==> config.mk <==
export PLATFORM = sky130hd
export DESIGN_NAME = framed_serial_tx
export DESIGN_NICKNAME = d
export VERILOG_FILES = /design/src/rtl/framed_serial_tx.sv
export SDC_FILE = /design/constraint.sdc
export NUM_CORES = 1
export LEC_CHECK = 0
export CAP_MARGIN = 10
export CORE_ASPECT_RATIO = 0.9
export CORE_UTILIZATION = 52
export CTS_CLUSTER_SIZE = 14
export DETAILED_ROUTE_END_ITERATION = 6
export PLACE_DENSITY = 0.77
export SETUP_SLACK_MARGIN = 0.15
export SYNTH_ARGS = -nofsm -noshare
export SYNTH_HDL_FRONTEND = slang
export SYNTH_SLANG_ARGS = --single-unit
==> constraint.sdc <==
create_clock -name clk -period 2.25 [get_ports clk]
set_clock_uncertainty 0.05 [all_clocks]
set_input_delay 0.3375 -clock clk [delete_from_list [all_inputs] [get_ports clk]]
set_output_delay 0.3375 -clock clk [all_outputs]
set_load 0.01 [all_outputs]
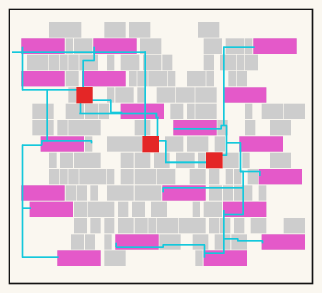
(images/clk_routes.png)
(6 px per micron)
legend:
  clock wires:
    color: cyan
    length: 257 microns
  clock drivers:
    color: red
    count: 3
  flip-flops:
    color: magenta
    count: 19
flops lie: widely spread
clock share of power: 16.4%
Power Clock: 178 uW
worst skew pair latency: 310 ps

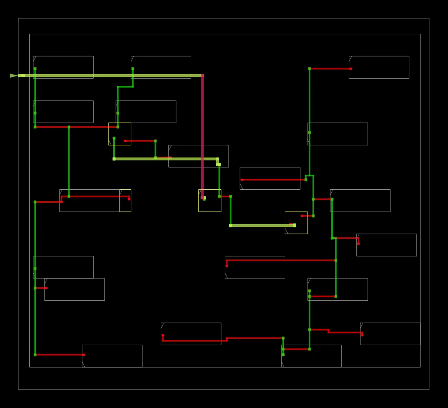
(images/clocks.png)
clock sink total: 19
Num CTS Buffers: 3
clock buffers: 4
flip-flops: 19

==> impl_metrics.json <==
{
  "comb_area_share_pct": 50.58,
  "maxCapViolations": 0,
  "final.setup.tns_ps": 0,
  "yosys_cells": 129,
  "die_area_sq_um": 2286,
  "diodes": 0,
  "grt_pass1_vias": 863,
  "wl_per_cell_microns": 13.23,
  "yosys_most_used_dff": "dfxtp_1",
  "power.group.top": "sequential cells",
  "gp_congestion": 0.7904,
  "status": "finished, final reports clean",
  "nMultiInputCombCells": 99,
  "place.port_buffers": 15,
  "p_seq_uw": 459,
  "antenna_left": 0,
  "cp_cell_sequence": "nor4_2, clkdlybuf4s50_1",
  "largest_reg_flops": 8,
  "p_switching_uw": 411.4,
  "holdPathStages": 2,
  "top_cell": "dfxtp_1",
  "cts_setup_buffers": 0,
  "ios": 16,
  "place_inst": 166,
  "clockBufferDepth": 2,
  "stdcell_count": 170,
  "worst_slack_ps": 290.4,
  "crit_fanout": 9,
  "yosysTopAreaCell": "dfxtp_1",
  "top_layer_used": "met4",
  "grt_use_met1_pct": 29.90,
  "worstPathArrival_ps": 1570,
  "grt_overflow": 0,
  "ys_warn_count": 0,
  "rsz0062_at_grt": "no",
  "logic_family": "simple AND/OR/NAND/NOR gates",
  "drt_pass1_iterations": 4,
  "ys_sh_mux_pct": 3.670,
  "cp-end-kind": "output port",
  "num-fill-cells": 173,
  "cp-start-kind": "flip-flop",
  "design_area_sq_um": 1296,
  "syn2layout_area_growth_pct": 18.81,
  "p_int_uw": 675.2,
  "sh_seq_area_pct": 29.34,
  "finalSetupViolCount": 0,
  "enable_flop_cells": 0,
  "rows": 15,
  "antenna_found_initial": 0,
  "ys_sh_aoi_pct": 21.56,
  "die_width_microns": 50.29,
  "n_all_inverters": 2,
  "grt_max_degree": 24,
  "p_per_area_nw_per_um2": 838.3,
  "warnings": 28,
  "p_leak_nw": 0.4513,
  "synthesis.nets": 144,
  "dp_slack_ps": 313.9,
  "grt_pass1_wl_microns": 3829,
  "tightest_slew_ps": 690.4,
  "placed_cell_area_sq_um": 1264,
  "clk_pin_slew_ps": 120,
  "seq_power_share_pct": 42.3,
  "largest_cell_class": "multi-input combinational cells",
  "initCoreUtil_pct": 55.90,
  "wl_met2_microns": 1062,
  "fin_util_pct": 66.41
}
## placed cells by master (no fill, tap or decap)
cell             instances
a211oi_1                 2
a211oi_2                 1
a21oi_1                  8
a21oi_2                  1
a311oi_1                 5
a311oi_2                 2
a41oi_1                  1
and2_1                   1
buf_4                    6
clkbuf_1                 1
clkbuf_4                 3
clkdlybuf4s50_1         15
dfxtp_1                 19
ha_1                     4
inv_1                    2
mux2i_1                  4
nand2_1                 12
nand2b_1                 2
nand3_1                  1
nand3b_1                 3
nor2_1                  13
nor2_2                   3
nor2b_1                  5
nor3_1                   4
nor3_4                   1
nor4_1                   2
nor4_2                   1
o21a_1                   1
o21ai_0                 10
o21ai_1                  2
o31a_1                   1
or3b_1                   1
xnor2_1                  7
xor2_1                   1
No activity file was given, so power comes from the tool's default toggle rates.
